<file path="config.mk">
export PLATFORM = sky130hd
export DESIGN_NAME = bin2bcd_seq_flat
export DESIGN_NICKNAME = d
export VERILOG_FILES = /design/src/rtl/seg7_pkg.sv /design/src/rtl/bin2bcd_seq_if.sv /design/src/rtl/bcd_add3.sv /design/src/rtl/bin2bcd_seq.sv /design/src/flat_wrapper.sv
export SDC_FILE = /design/constraint.sdc
export NUM_CORES = 1
export LEC_CHECK = 0
export CORE_UTILIZATION = 57
export DETAILED_ROUTE_END_ITERATION = 16
export HOLD_SLACK_MARGIN = 0.1
export MAX_ROUTING_LAYER = met4
export PLACE_DENSITY = 0.84
export RECOVER_POWER = 25
export SYNTH_ARGS = -nofsm -noshare
export SYNTH_HDL_FRONTEND = slang
export SYNTH_SLANG_ARGS = --single-unit
</file>
<file path="constraint.sdc">
create_clock -name clk -period 2.22 [get_ports clk]
set_input_delay 0.444 -clock clk [delete_from_list [all_inputs] [get_ports clk]]
set_output_delay 0.444 -clock clk [all_outputs]
set_load 0.005 [all_outputs]
</file>
<file path="src/rtl/seg7_pkg.sv">
// Shared definitions for the display datapath (binary-to-BCD converter and
// 7-segment scan driver).
//   bcd_digit_t : one packed BCD nibble
//   b2b_state_t : control states of the iterative converter
//   NUM_DIGITS  : number of display digits
//   pow10()     : integer power of ten, used for compile-time saturation bounds
package seg7_pkg;

    localparam int NUM_DIGITS = 4;

    typedef logic [3:0] bcd_digit_t;

    localparam bcd_digit_t BCD_NINE = 4'd9;

    typedef enum logic [1:0] {
        IDLE  = 2'd0,
        SHIFT = 2'd1,
        DONE  = 2'd2
    } b2b_state_t;

    function automatic longint unsigned pow10(input int n);
        longint unsigned r;
        r = 1;
        for (int i = 0; i < n; i++) begin
            r = r * 10;
        end
        return r;
    endfunction

endpackage

</file>
<file path="src/rtl/bin2bcd_seq_if.sv">
// Valid/ready handshake bundle for the binary-to-BCD converter.
//   in_valid/in_ready/in_bin            : binary input channel
//   out_valid/out_ready/out_bcd/out_ovf : BCD result channel
// slave modport is the converter side, master is the producer/consumer side.
interface bin2bcd_seq_if #(
    parameter int BIN_W  = 14,
    parameter int DIGITS = 4
);
    logic                  in_valid;
    logic                  in_ready;
    logic [BIN_W-1:0]      in_bin;
    logic                  out_valid;
    logic                  out_ready;
    logic [4*DIGITS-1:0]   out_bcd;
    logic                  out_ovf;

    modport slave (
        input  in_valid, in_bin, out_ready,
        output in_ready, out_valid, out_bcd, out_ovf
    );

    modport master (
        output in_valid, in_bin, out_ready,
        input  in_ready, out_valid, out_bcd, out_ovf
    );
endinterface

</file>
<file path="src/rtl/bcd_add3.sv">
// Double-dabble per-digit correction: a nibble of 5 or more gets +3 so that
// the following left shift carries into the next decimal digit.
//   d_i : BCD nibble before correction
//   q_o : corrected nibble
module bcd_add3
    import seg7_pkg::*;
(
    input  bcd_digit_t d_i,
    output bcd_digit_t q_o
);

    always_comb begin
        q_o = (d_i >= 4'd5) ? bcd_digit_t'(d_i + 4'd3) : d_i;
    end

endmodule

</file>
<file path="src/rtl/bin2bcd_seq.sv">
// Iterative double-dabble binary-to-BCD converter, one input bit per clock.
//   clk : system clock
//   rst : synchronous active-high reset
//   bus : handshake bundle (slave side)
//         in_valid/in_ready/in_bin   - value to convert
//         out_valid/out_ready        - result handshake
//         out_bcd                    - packed BCD, digit 0 in [3:0]
//         out_ovf                    - input exceeded 10^DIGITS-1, out_bcd saturated
// A value accepted at edge k is presented after edge k+BIN_W. The result
// registers keep their value after the handshake until the next conversion
// finishes, so a display can keep showing it.
module bin2bcd_seq
    import seg7_pkg::*;
#(
    parameter int BIN_W  = 14,
    parameter int DIGITS = NUM_DIGITS
) (
    input  logic        clk,
    input  logic        rst,
    bin2bcd_seq_if.slave bus
);

    localparam int BCD_W = 4 * DIGITS;
    localparam int SR_W  = BCD_W + BIN_W;
    localparam int CNT_W = $clog2(BIN_W + 1);

    localparam longint unsigned MAX_VAL = pow10(DIGITS) - 1;
    localparam longint unsigned BIN_MAX = (64'd1 << BIN_W) - 1;
    // When every BIN_W-bit input fits in DIGITS digits the compare folds away.
    localparam bit OVF_POSSIBLE = (MAX_VAL < BIN_MAX);

    b2b_state_t         state_q, state_d;
    logic [SR_W-1:0]    sr_q, sr_d;
    logic [CNT_W-1:0]   cnt_q, cnt_d;
    logic               ovf_q, ovf_d;
    logic [BCD_W-1:0]   out_bcd_q, out_bcd_d;
    logic               out_ovf_q, out_ovf_d;

    logic [SR_W-1:0]    sr_corr;
    logic [SR_W-1:0]    sr_shift;
    logic [BCD_W-1:0]   bcd_sat;
    logic               in_ovf;
    logic               unused_msb;

    // Correct every BCD nibble in parallel, binary part passes untouched.
    generate
        for (genvar gi = 0; gi < DIGITS; gi++) begin : g_add3
            bcd_add3 u_add3 (
                .d_i (sr_q[BIN_W + 4*gi +: 4]),
                .q_o (sr_corr[BIN_W + 4*gi +: 4])
            );
        end
    endgenerate

    assign sr_corr[BIN_W-1:0] = sr_q[BIN_W-1:0];
    // The bit shifted out is only non-zero on an overflowing input, whose
    // result is replaced by the saturated value anyway.
    assign unused_msb = sr_corr[SR_W-1];
    assign sr_shift   = {sr_corr[SR_W-2:0], 1'b0};
    assign bcd_sat    = {DIGITS{BCD_NINE}};

    always_comb begin
        in_ovf = OVF_POSSIBLE &&
                 ({{(64-BIN_W){1'b0}}, bus.in_bin} > MAX_VAL);
    end

    always_comb begin
        state_d   = state_q;
        sr_d      = sr_q;
        cnt_d     = cnt_q;
        ovf_d     = ovf_q;
        out_bcd_d = out_bcd_q;
        out_ovf_d = out_ovf_q;

        case (state_q)
            IDLE: begin
                if (bus.in_valid) begin
                    sr_d    = {{BCD_W{1'b0}}, bus.in_bin};
                    cnt_d   = CNT_W'(BIN_W);
                    ovf_d   = in_ovf;
                    state_d = SHIFT;
                end
            end
            SHIFT: begin
                sr_d  = sr_shift;
                cnt_d = cnt_q - 1'b1;
                if (cnt_q == CNT_W'(1)) begin
                    state_d   = DONE;
                    out_bcd_d = ovf_q ? bcd_sat : sr_shift[SR_W-1 -: BCD_W];
                    out_ovf_d = ovf_q;
                end
            end
            DONE: begin
                if (bus.out_ready) begin
                    state_d = IDLE;
                end
            end
            default: begin
                state_d = IDLE;
            end
        endcase
    end

    always_ff @(posedge clk) begin
        if (rst) begin
            state_q   <= IDLE;
            sr_q      <= '0;
            cnt_q     <= '0;
            ovf_q     <= 1'b0;
            out_bcd_q <= '0;
            out_ovf_q <= 1'b0;
        end else begin
            state_q   <= state_d;
            sr_q      <= sr_d;
            cnt_q     <= cnt_d;
            ovf_q     <= ovf_d;
            out_bcd_q <= out_bcd_d;
            out_ovf_q <= out_ovf_d;
        end
    end

    assign bus.in_ready  = (state_q == IDLE);
    assign bus.out_valid = (state_q == DONE);
    assign bus.out_bcd   = out_bcd_q;
    assign bus.out_ovf   = out_ovf_q;

endmodule

</file>
<file path="src/flat_wrapper.sv">
// flat-port wrapper written by rule: the top's interface ports become plain ports
module bin2bcd_seq_flat import seg7_pkg::*;
#(
    parameter int BIN_W  = 14,
    parameter int DIGITS = NUM_DIGITS
)
  (clk, rst, bus_in_valid, bus_in_bin, bus_out_ready, bus_in_ready, bus_out_valid, bus_out_bcd, bus_out_ovf);
  bin2bcd_seq_if #(.BIN_W(BIN_W), .DIGITS(DIGITS)) bus_i ();
  input  logic clk;
  input  logic rst;
  input wire logic [$bits(bus_i.in_valid)-1:0] bus_in_valid;
  input wire logic [$bits(bus_i.in_bin)-1:0] bus_in_bin;
  input wire logic [$bits(bus_i.out_ready)-1:0] bus_out_ready;
  output wire logic [$bits(bus_i.in_ready)-1:0] bus_in_ready;
  output wire logic [$bits(bus_i.out_valid)-1:0] bus_out_valid;
  output wire logic [$bits(bus_i.out_bcd)-1:0] bus_out_bcd;
  output wire logic [$bits(bus_i.out_ovf)-1:0] bus_out_ovf;
  assign bus_i.in_valid = bus_in_valid;
  assign bus_i.in_bin = bus_in_bin;
  assign bus_i.out_ready = bus_out_ready;
  assign bus_in_ready = bus_i.in_ready;
  assign bus_out_valid = bus_i.out_valid;
  assign bus_out_bcd = bus_i.out_bcd;
  assign bus_out_ovf = bus_i.out_ovf;
  bin2bcd_seq #(.BIN_W(BIN_W), .DIGITS(DIGITS)) u_core (.clk(clk), .rst(rst), .bus(bus_i));
endmodule
</file>
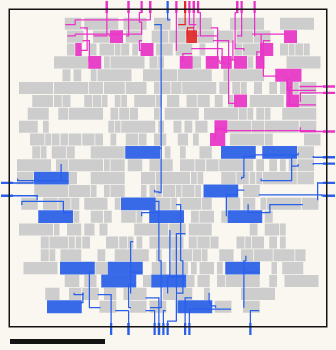
io_fan.png
The bar under the picture is 20 um long.
- red: `bus_out_ready` (bits 1; direction input; edge top; end cells 1; buffers 1; wire 7.30 um)
- blue: `bus_out_bcd` (bits 16; direction output; edge 9 bottom, 4 right, 2 left, 1 top; end cells 16; buffers 16; wire 362 um)
- magenta: `bus_in_bin` (bits 14; direction input; edge 11 top, 3 right; end cells 18; buffers 14; wire 261 um)
Ports: 37
Port-buffer cells: 36

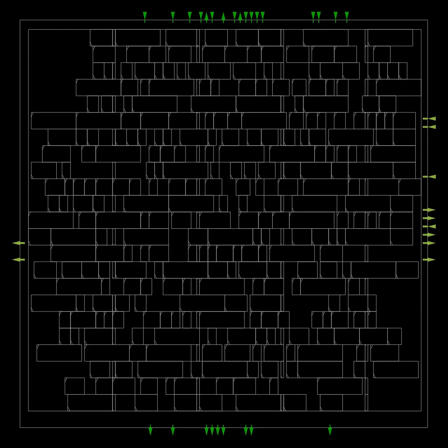
placement.png
flop share of the area: 0.376
fin cells: 361
n_taps: 50
Seq cells: 54

==> impl_metrics.json <==
{
  "common_cells": "54 x dfxtp_1, 35 x nand2_1, 31 x a21oi_1",
  "tightest_slew_ns": 0.950,
  "gr-total-overflow": 0,
  "grt_start_max_net_pins": 24,
  "final_antenna_net_count": 0,
  "top_area_cell": "dfxtp_1",
  "ys_sh_mux": 0.0188,
  "top_cell": "dfxtp_1",
  "regToRegEndpoint": "u_core.bus.out_bcd[12]",
  "r2r_cells": 7,
  "report.final.setup_viol": 0,
  "edf_count": 0,
  "fp-row-count": 23,
  "avgSynthCellArea_um2": 8.74,
  "vias_per_cell": 5.67,
  "yosys_warnings": 0,
  "grt_pass1_wl_um": 8110,
  "met2_usage": 0.374,
  "finClkSkew_ns": 0.00826,
  "syn-cell-area_um2": 2400,
  "swShare": 0.255,
  "area_leaders": "dfxtp_1 45%, a21oi_1 6.5%, nand2_1 5.5%",
  "required_ns": 2.47,
  "fp.dieW_um": 66.8,
  "pwr-share-clk": 0.306,
  "postPlaceCellArea_um2": 2810,
  "yosys_most_used_dff": "dfxtp_1",
  "power_leakage_nw": 0.983,
  "min_to": "u_core.sr_q[3]",
  "status": "completed",
  "yosysCellCount": 274,
  "grt_pass1_vias": 1750,
  "max_freq_ghz": 0.497,
  "die_area_um2": 4470,
  "use_met1": 0.338,
  "htreeDepth": 2,
  "ys_seq_frac": 0.451,
  "clk_pin_slew_ns": 0.09,
  "path_class": "in2reg",
  "cts_buffer_depth": 2,
  "drive_above_1_share": 0.0772,
  "start_kind": "input pin",
  "cts_hold_buf": 0,
  "dr.pass1.iters": 4,
  "fin_crit_ns": 2.01,
  "cts_buffers": 5,
  "synth_cells": 274,
  "clock-sinks": 54,
  "clk_latency_ns": 0.31,
  "final_cell_area_um2": 2880,
  "cp.arrival_ns": 2.26,
  "rsz0062_at_grt": "no",
  "drv_slew": 0,
  "synth_nets": 302,
  "dp_hpwl_um": 3670,
  "antenna_found_initial": 0,
  "switching_power_mw": 0.450,
  "vias": 2047,
  "tns_ns": 0,
  "slew_headroom": 0.364,
  "max-cap-violations": 0,
  "hold_viol_final": 0
}
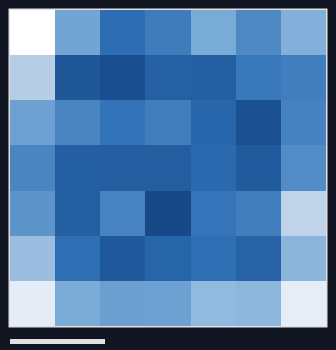
cell_density.png
The bar under the picture is 20 um long. The die is cut into 7 by 7 equal tiles; white is low, dark blue is high, 0 to 100% covered.
- fullest tile: 90%
- nearly empty tiles: 2.0%
- tiles over 75% full: 35%
- mean over tiles: 63%

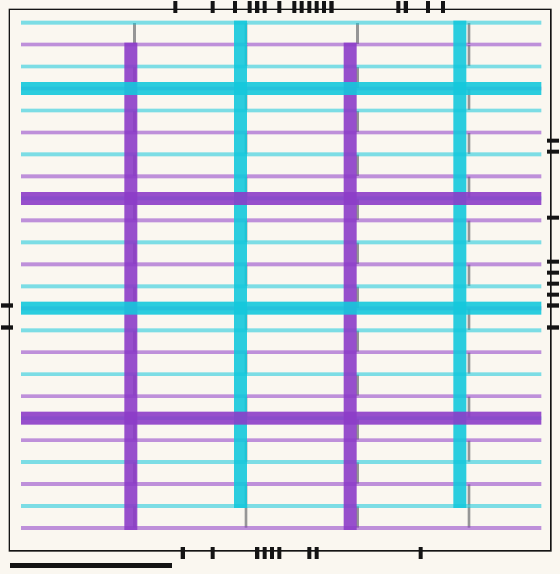
power_grid.png
The bar under the picture is 20 um long. Pins as bars on the die edge. Tap cells in gray.
- cyan: VDD
- purple: VSS
- rows: 23
- met5 straps: 4
- met4 straps: 4

critical path, cell delays in order:
cell and delay (ns):
dlygate4sd3_1 0.57, nor3b_1 0.18, nor2_1 0.73, nand2_1 0.15
a21oi_1 0.18
worst max-delay path by stage:
stage | slack, ns | cells after the start | endpoint | start
global route | 0.11 | 5 | u_core.sr_q[11] | bus_in_valid
finish | 0.21 | 5 | u_core.sr_q[11] | bus_in_valid
floorplan | 0.75 | 6 | u_core.bus.out_bcd[13] | u_core.cnt_q[0]
CTS | 0.27 | 2 | bus_out_valid | u_core.state_q[1]
global placement | 0.31 | 3 | u_core.bus.out_bcd[1] | rst
detailed placement | 0.28 | 3 | u_core.bus.out_bcd[1] | rst
cells in the final DEF (no fill, tap or decap), drive strengths merged:
master          n
dfxtp          54
nand2          35
clkdlybuf4s50  34
a21oi          31
o21ai          24
nor2           18
a22oi          13
inv            11
ha             10
clkbuf         10
nor3b           8
nand2b          8
nand3b          8
nor3            5
buf             5
a211oi          4
a311oi          4
mux2            4
xnor2           4
o22a            4
nand3           3
nor2b           2
nor4            2
dlygate4sd3     2
clkinv          2
and4bb          1
and2b           1
or3             1
xor2            1
nand4b          1
o31ai           1
cell families (layout without fill, tap and decap cells):
| family | Yosys count | after routing |
|---|---|---|
| simple gates | 93 | 93 |
| compound gates | 81 | 81 |
| flops | 54 | 54 |
| buf+inv | 27 | 64 |
| fa+ha+maj | 10 | 10 |
| xor+xnor | 5 | 5 |
| mux | 4 | 4 |
per-stage QoR:
| stage | setup WS [ns] | hold WS, ns | util | power [mW] | instances |
|---|---|---|---|---|---|
| 2_1_floorplan | 0.749 | 0.425 | - | 1.16 | 274 |
| 3_3_place_gp | 0.308 | 0.440 | 0.698 | 1.25 | 353 |
| 3_5_place_dp | 0.279 | 0.447 | 0.698 | 1.25 | 353 |
| 4_1_cts | 0.267 | 0.461 | 0.720 | 1.78 | 361 |
| 5_1_grt | 0.106 | 0.480 | 0.714 | 1.84 | 361 |
| 6_report | 0.209 | 0.459 | 0.714 | 1.76 | 361 |
registers in the layout, summed over array words and instances (netlist names):
signal and flops:
u_core.bus.out_ovf 1, u_core.bus.out_bcd 16, u_core.state_q 2, u_core.cnt_q 4
u_core.sr_q 30, u_core.ovf_q 1
layout make-up:
cell class                      count  area [um2]
Multi-Input combinational cell    193        1190
Clock buffer                        6        72.6
Sequential cell                    54        1080
Fill cell                         341        1150
Inverter                           11        41.3
Clock inverter                      2        13.8
Tap cell                           50        62.6
Timing Repair Buffer               45         413
layer usage:
| metal | share of wire | vias to the layer above |
|---|---|---|
| met1 | 0.48 | 975 |
| met5 | 0 | - |
| met3 | 0.032 | 7 |
| met4 | 0.014 | 0 |
| met2 | 0.47 | 36 |
| li1 | - | 1029 |
power by group through the flow:
stage | sequential [mW] | combinational (mW) | clock, mW
final | 1.03 | 0.198 | 0.539
after global routing | 1.03 | 0.218 | 0.588
after CTS | 1.03 | 0.203 | 0.551
after detailed placement | 1.05 | 0.202 | 0
after global placement | 1.05 | 0.198 | 0
after floorplan | 1.04 | 0.121 | 0
No activity file was given, so power comes from the tool's default toggle rates.
